==> config.mk <==
export PLATFORM = sky130hd
export DESIGN_NAME = wasm_run_ctrl
export DESIGN_NICKNAME = d
export VERILOG_FILES = /design/src/rtl/wasm_run_ctrl_pkg.sv /design/src/rtl/wasm_ibram_loader.sv /design/src/rtl/wasm_run_ctrl.sv
export SDC_FILE = /design/constraint.sdc
export NUM_CORES = 1
export LEC_CHECK = 0
export ABC_AREA = 0
export CORE_MARGIN = 2
export CORE_UTILIZATION = 27
export CTS_CLUSTER_DIAMETER = 50
export DETAILED_ROUTE_END_ITERATION = 7
export RECOVER_POWER = 50
export SLEW_MARGIN = 5
export SYNTH_ARGS = -nofsm -noshare
export SYNTH_HDL_FRONTEND = slang
export SYNTH_HIERARCHICAL = 1
export SYNTH_SLANG_ARGS = --single-unit
==> constraint.sdc <==
create_clock -name i_clk -period 2.9 [get_ports i_clk]
set_input_delay 0.58 -clock i_clk [delete_from_list [all_inputs] [get_ports i_clk]]
set_output_delay 0.58 -clock i_clk [all_outputs]
set_load 0.05 [all_outputs]
==> src/rtl/wasm_run_ctrl_pkg.sv <==
// Shared state/status encodings and constants for the WASM run controller.
package wasm_run_ctrl_pkg;

  localparam int INSTR_LOG2_BRAM_DEPTH = 10;

  // Number of cycles the core is held in reset before RUN.
  localparam logic [1:0] RC_START_HOLD = 2'd2;

  typedef enum logic [2:0] {
    RC_IDLE  = 3'd0,
    RC_LOAD  = 3'd1,
    RC_START = 3'd2,
    RC_RUN   = 3'd3,
    RC_DONE  = 3'd4
  } rc_state_e;

  typedef enum logic [2:0] {
    RC_ST_NONE      = 3'd0,
    RC_ST_OK        = 3'd1,
    RC_ST_INSTR_ERR = 3'd2,
    RC_ST_STACK_OVF = 3'd3,
    RC_ST_TIMEOUT   = 3'd4,
    RC_ST_ABORT     = 3'd5
  } rc_status_e;

endpackage

==> src/rtl/wasm_ibram_loader.sv <==
// Streams host words into instruction BRAM through a registered write port,
// accepting exactly len words in address order.
module wasm_ibram_loader #(
  parameter int ADDR_W  = 10,
  parameter int INSTR_W = 32
) (
  input  logic               clk,
  input  logic               rst,
  input  logic               start,
  input  logic [ADDR_W:0]    len,
  input  logic               abort,
  input  logic               load_valid,
  input  logic [INSTR_W-1:0] load_data,
  output logic               load_ready,
  output logic               ibram_we,
  output logic [ADDR_W-1:0]  ibram_addr,
  output logic [INSTR_W-1:0] ibram_wdata,
  output logic               last
);

  localparam logic [ADDR_W:0] CNT_ONE = {{ADDR_W{1'b0}}, 1'b1};

  logic [ADDR_W:0] cnt_q;
  logic [ADDR_W:0] len_q;
  logic            hs;
  logic            final_word;

  // An abort in the same cycle as a valid word wins: the word is dropped.
  assign hs         = load_valid & load_ready & ~abort;
  assign final_word = (cnt_q + CNT_ONE) == len_q;
  assign last       = (len_q == '0) | (hs & final_word);

  // NOTE: sequential state uses non-blocking assignments, and the write
  // port is reset asynchronously so no write survives a reset.
  always_ff @(posedge clk or posedge rst) begin
    if (rst) begin
      cnt_q       <= '0;
      len_q       <= '0;
      load_ready  <= 1'b0;
      ibram_we    <= 1'b0;
      ibram_addr  <= '0;
      ibram_wdata <= '0;
    end else begin
      ibram_we <= hs;
      if (hs) begin
        ibram_addr  <= cnt_q[ADDR_W-1:0];
        ibram_wdata <= load_data;
        cnt_q       <= cnt_q + CNT_ONE;
      end
      if (start) begin
        cnt_q      <= '0;
        len_q      <= len;
        load_ready <= (len != '0);
      end else if (abort || (hs && final_word)) begin
        load_ready <= 1'b0;
      end
    end
  end

endmodule

==> src/rtl/wasm_run_ctrl.sv <==
// Run controller for the WASM stack core: program load, core reset
// sequencing, cycle counting and watchdog.
module wasm_run_ctrl
  import wasm_run_ctrl_pkg::*;
#(
  parameter int ADDR_W  = INSTR_LOG2_BRAM_DEPTH,
  parameter int INSTR_W = 32,
  parameter int CNT_W   = 32
) (
  input  logic               i_clk,
  input  logic               i_rst,
  input  logic               i_load_start,
  input  logic [ADDR_W:0]    i_load_len,
  input  logic               i_load_valid,
  input  logic [INSTR_W-1:0] i_load_data,
  output logic               o_load_ready,
  input  logic               i_run_start,
  input  logic               i_abort,
  input  logic [CNT_W-1:0]   i_timeout_limit,
  output logic               o_ibram_we,
  output logic [ADDR_W-1:0]  o_ibram_addr,
  output logic [INSTR_W-1:0] o_ibram_wdata,
  output logic               o_core_rst,
  input  logic               i_core_finish,
  input  logic               i_core_instr_error,
  input  logic               i_core_stack_full,
  output logic               o_busy,
  output logic               o_done,
  output logic [2:0]         o_status,
  output logic [CNT_W-1:0]   o_cycle_cnt
);

  localparam logic [CNT_W-1:0] CNT_ONE = {{(CNT_W-1){1'b0}}, 1'b1};

  rc_state_e        state_q, state_d;
  rc_status_e       status_q, status_d;
  logic [1:0]       hold_q, hold_d;
  logic [CNT_W-1:0] cnt_q, cnt_d;
  logic             load_go;
  logic             load_abort;
  logic             load_last;
  logic             timeout_hit;

  assign load_abort  = i_abort & (state_q == RC_LOAD);
  assign timeout_hit = (i_timeout_limit != '0) && (cnt_q == i_timeout_limit);

  wasm_ibram_loader #(
    .ADDR_W (ADDR_W),
    .INSTR_W(INSTR_W)
  ) u_loader (
    .clk        (i_clk),
    .rst        (i_rst),
    .start      (load_go),
    .len        (i_load_len),
    .abort      (load_abort),
    .load_valid (i_load_valid),
    .load_data  (i_load_data),
    .load_ready (o_load_ready),
    .ibram_we   (o_ibram_we),
    .ibram_addr (o_ibram_addr),
    .ibram_wdata(o_ibram_wdata),
    .last       (load_last)
  );

  always_ff @(posedge i_clk or posedge i_rst) begin
    if (i_rst) begin
      state_q  <= RC_IDLE;
      status_q <= RC_ST_NONE;
      hold_q   <= '0;
      cnt_q    <= '0;
    end else begin
      state_q  <= state_d;
      status_q <= status_d;
      hold_q   <= hold_d;
      cnt_q    <= cnt_d;
    end
  end

  // NOTE: every value written here gets its default first, so no latch is
  // inferred on paths that leave it untouched.
  always_comb begin
    state_d  = state_q;
    status_d = status_q;
    hold_d   = hold_q;
    cnt_d    = cnt_q;
    load_go  = 1'b0;
    unique case (state_q)
      RC_IDLE, RC_DONE: begin
        if (i_load_start) begin
          load_go = 1'b1;
          state_d = RC_LOAD;
        end else if (i_run_start) begin
          state_d  = RC_START;
          hold_d   = '0;
          cnt_d    = '0;
          status_d = RC_ST_NONE;
        end
      end
      RC_LOAD: begin
        if (i_abort) begin
          state_d  = RC_DONE;
          status_d = RC_ST_ABORT;
        end else if (load_last) begin
          state_d = RC_IDLE;
        end
      end
      RC_START: begin
        // Core flags are meaningless while the core sits in reset.
        if (i_abort) begin
          state_d  = RC_DONE;
          status_d = RC_ST_ABORT;
        end else if (hold_q == RC_START_HOLD - 2'd1) begin
          state_d = RC_RUN;
        end else begin
          hold_d = hold_q + 2'd1;
        end
      end
      RC_RUN: begin
        state_d = RC_DONE;
        if (i_abort)                 status_d = RC_ST_ABORT;
        else if (i_core_instr_error) status_d = RC_ST_INSTR_ERR;
        else if (i_core_stack_full)  status_d = RC_ST_STACK_OVF;
        else if (i_core_finish)      status_d = RC_ST_OK;
        else if (timeout_hit)        status_d = RC_ST_TIMEOUT;
        else begin
          state_d = RC_RUN;
          if (cnt_q != '1) cnt_d = cnt_q + CNT_ONE;
        end
      end
      default: state_d = RC_IDLE;
    endcase
  end

  assign o_core_rst  = (state_q != RC_RUN);
  assign o_busy      = (state_q == RC_LOAD) || (state_q == RC_START) || (state_q == RC_RUN);
  assign o_done      = (state_q == RC_DONE);
  assign o_status    = status_q;
  assign o_cycle_cnt = cnt_q;

endmodule

==> Flow_metrics.wiki <==
== Metrics ==
{| class="wikitable"
! Metric !! Value
|-
| Run status || complete, but fails checks
|-
| Violations in the final reports || max-capacitance violations, max-slew violations
|-
| Sink Count || 106
|-
| Number of hold buffers added after cts || 0
|-
| Number of global-route vias before repair || 5218
|-
| TritonCTS clock tree || yes
|-
| Setup Skew || 0.0158 ns
|-
| Async set-or-reset flop fraction in the synthesized netlist || 100%
|-
| Die outline area || 22400 um^2
|-
| Dominant cells by area after synthesis || dfrtp_1 (46%), nand2_1 (11%), xnor2_1 (6.7%)
|-
| Area overhead of the layout relative to synthesis || 47.3%
|-
| Avg WL per Cell || 15.0 um
|-
| Worst hold path depth || 2
|-
| Number of detailed-route iterations in the first pass || 6
|-
| CP max FO || 8
|-
| Number of unique standard cell types used by synthesis || 61
|-
| Routability congestion estimate from global placement || 0.794
|-
| Crit path DRT || 2.32 ns
|-
| Maximum capacitance violations || 1
|-
| Final period demand of the worst path || 2.75 ns
|-
| Final-layout setup total negative slack || 0 ns
|-
| FF+latch count, synth || 106
|-
| Share of cells above drive strength 1 || 14.7%
|-
| Instance count of the mapped netlist || 626
|-
| Total Nets Final || 933
|-
| Number of pins exceeding their max-slew limit in the final report || 67
|-
| Die extent in x || 150 um
|-
| Antenna diodes || 0
|-
| Kind of path behind the tightest hold check || reg -> reg
|-
| Final period utilization || 94.8%
|-
| End of the worst hold path || u_loader/ibram_wdata[26]
|-
| Core region area || 20900 um^2
|-
| Peak supply drop || 0.540 mV
|-
| Reg2Reg Launch Point || u_loader/cnt_q[1]
|-
| DR DRC count || 0
|-
| Reg-to-reg endpoint || state_q[0]
|-
| Post-Route Hold Slack || 0.473 ns
|-
| Worst-skew pair later-pin latency || 0.36 ns
|-
| Number of placement rows || 53
|-
| Max Buffers Root-to-Sink || 2
|-
| Setup repair after global routing missed its margin || false
|-
| Nets in the synthesized netlist || 713
|-
| Sequential cell area fraction in the yosys report || 46.3%
|-
| YS chip area || 5730 um^2
|-
| Average via count per standard cell || 4.82
|-
| Cell Area, Synth || 5730 um^2
|-
| Count of synthesis-stage warnings from yosys || 6
|-
| Top cell type by instance count after synthesis || nand2_1
|-
| Flip-flop and latch area || 2650 um^2
|-
| Setup WS pre-CTS || -0.209 ns
|}
[sequential cells by signal, summed over array words and instances, names as in the netlist]
signal / count
o_cycle_cnt: 32
hold_q: 2
u_loader/cnt_q: 11
u_loader/ibram_addr: 10
u_loader/ibram_wdata: 32
u_loader/load_ready: 1
u_loader/ibram_we: 1
state_q: 3
u_loader/len_q: 11
o_status: 3
[per-stage QoR]
step           cell area (um^2)  util, %  power, uW
6_report                   8440     40.4       6220
5_1_grt                    8440     40.4       6600
4_1_cts                    8480     40.6       6370
3_5_place_dp               8160     39.1       5050
3_3_place_gp               8160     39.1       5030
2_1_floorplan              5730        -       3990
[per-layer routing]
metal	vias to the layer above	GRT usage (%)	part of all wire, %
met5	-	0	0
met4	0	3.19	0.76
met3	11	4.02	6.9
met2	160	24.3	46
met1	2614	19.8	46
li1	2638	-	-
[report_power, final]
part | total [uW] | switching [uW] | internal (uW)
sequential | 2130 | 276 | 1850
combinational | 2800 | 1790 | 1020
clock | 1290 | 665 | 624
[cells in the final DEF, fill, tap and decap left out, types with 3 or more instances in the layout]
cell type / netlist / layout
nand3_1: 19 / 19
inv_1: 7 / 6
nor2_1: 21 / 21
mux2i_1: 12 / 12
clkbuf_2: 1 / 3
mux2_2: 11 / 11
buf_4: 5 / 70
xor2_1: 8 / 8
nand2_1: 163 / 163
o21ai_0: 19 / 19
dfrtp_1: 106 / 106
clkbuf_1: 20 / 4
or3_1: 11 / 11
nor3_1: 8 / 8
or4_1: 16 / 17
nor4_1: 17 / 17
dlygate4sd3_1: 0 / 26
and3_1: 11 / 11
nand4_1: 21 / 21
clkinv_8: 0 / 3
clkdlybuf4s50_1: 0 / 139
clkbuf_16: 0 / 9
or2_2: 10 / 10
xnor2_1: 44 / 44
o31ai_1: 14 / 14
a21oi_1: 24 / 24
a21o_1: 3 / 3
o211ai_1: 4 / 4
ha_1: 3 / 3
[worst max-delay path by stage]
stage | cells after the start | slack, ns | endpoint
floorplan | 10 | 0.27 | o_cycle_cnt[9]
global placement | 8 | -0.14 | o_cycle_cnt[21]
detailed placement | 8 | -0.21 | o_cycle_cnt[21]
CTS | 4 | 0.11 | o_done
global route | 8 | 0.02 | o_cycle_cnt[21]
finish | 4 | 0.15 | o_done
[cell type report]
cell class,count,area share [%]
multi-input combinational,478,34.0
sequential,106,31.4
timing repair buffer,243,26.4
tap,275,4.08
clock buffer,9,2.67
clock inverter,7,1.08
inverter,8,0.356
[critical path: stages, from the launching register on]
cell and delay (ns):
dfrtp_1 0.43, buf_4 0.18, nor2_1 0.23, and2_1 0.18, clkdlybuf4s50_1 0.80
[logic make-up after synthesis]
kind of cell	Yosys count	share of synthesized area [%]
and+or+nand+nor	323	28.3
buffers and inverters	42	3.56
DFF	106	46.3
AOI/OAI and AO/OA	77	8.91
xor gates and xnor gates	52	7.95
adders and majority gates	3	0.656
muxes	23	4.26
### Metal 3

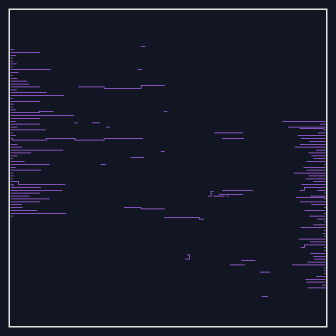
longest straight run: 29.7 um
share of all routed wire: 6.9%
Total Wirelength: 16.9 mm
via count of the routed design: 5423
met3 capacity usage during global routing: 4.02%

### Port wiring

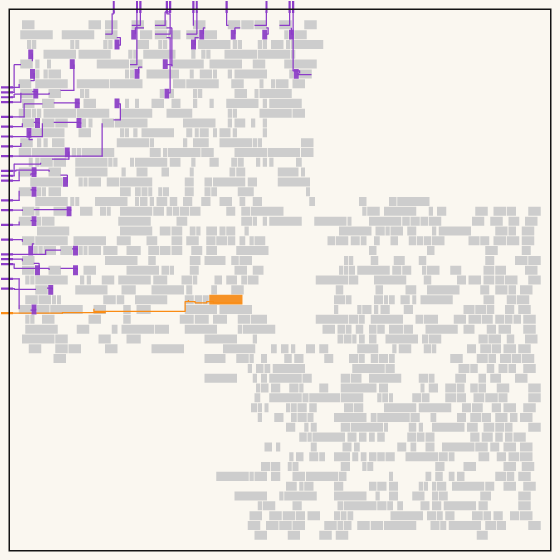
legend:
  `o_load_ready`:
    colour: orange
    bits: 1
    direction: output
    edge: left
    end_cells: 1
    buffers: 1
    wire: 71.9 um
  `i_load_data`:
    colour: purple
    bits: 32
    direction: input
    edge: 21 left, 11 top
    end_cells: 32
    buffers: 32
    wire: 429 um
I/O pin count: 166
IO buf count: 165

### Cell outlines without signal wires

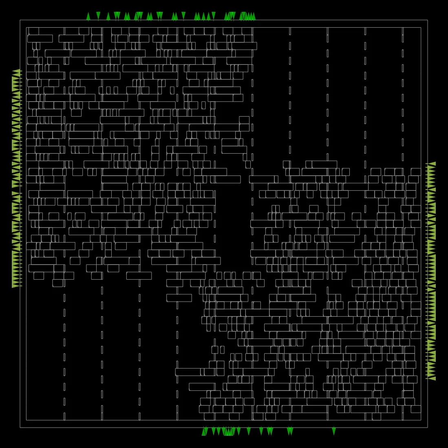
final-layout fill cell count: 2097
number of cells in the finished layout apart from fillers: 1126
share of the core filled with cells in the final layout: 40.4%
flop count: 106
fraction of area in registers: 31.4%

No activity file was given, so power comes from the tool's default toggle rates.
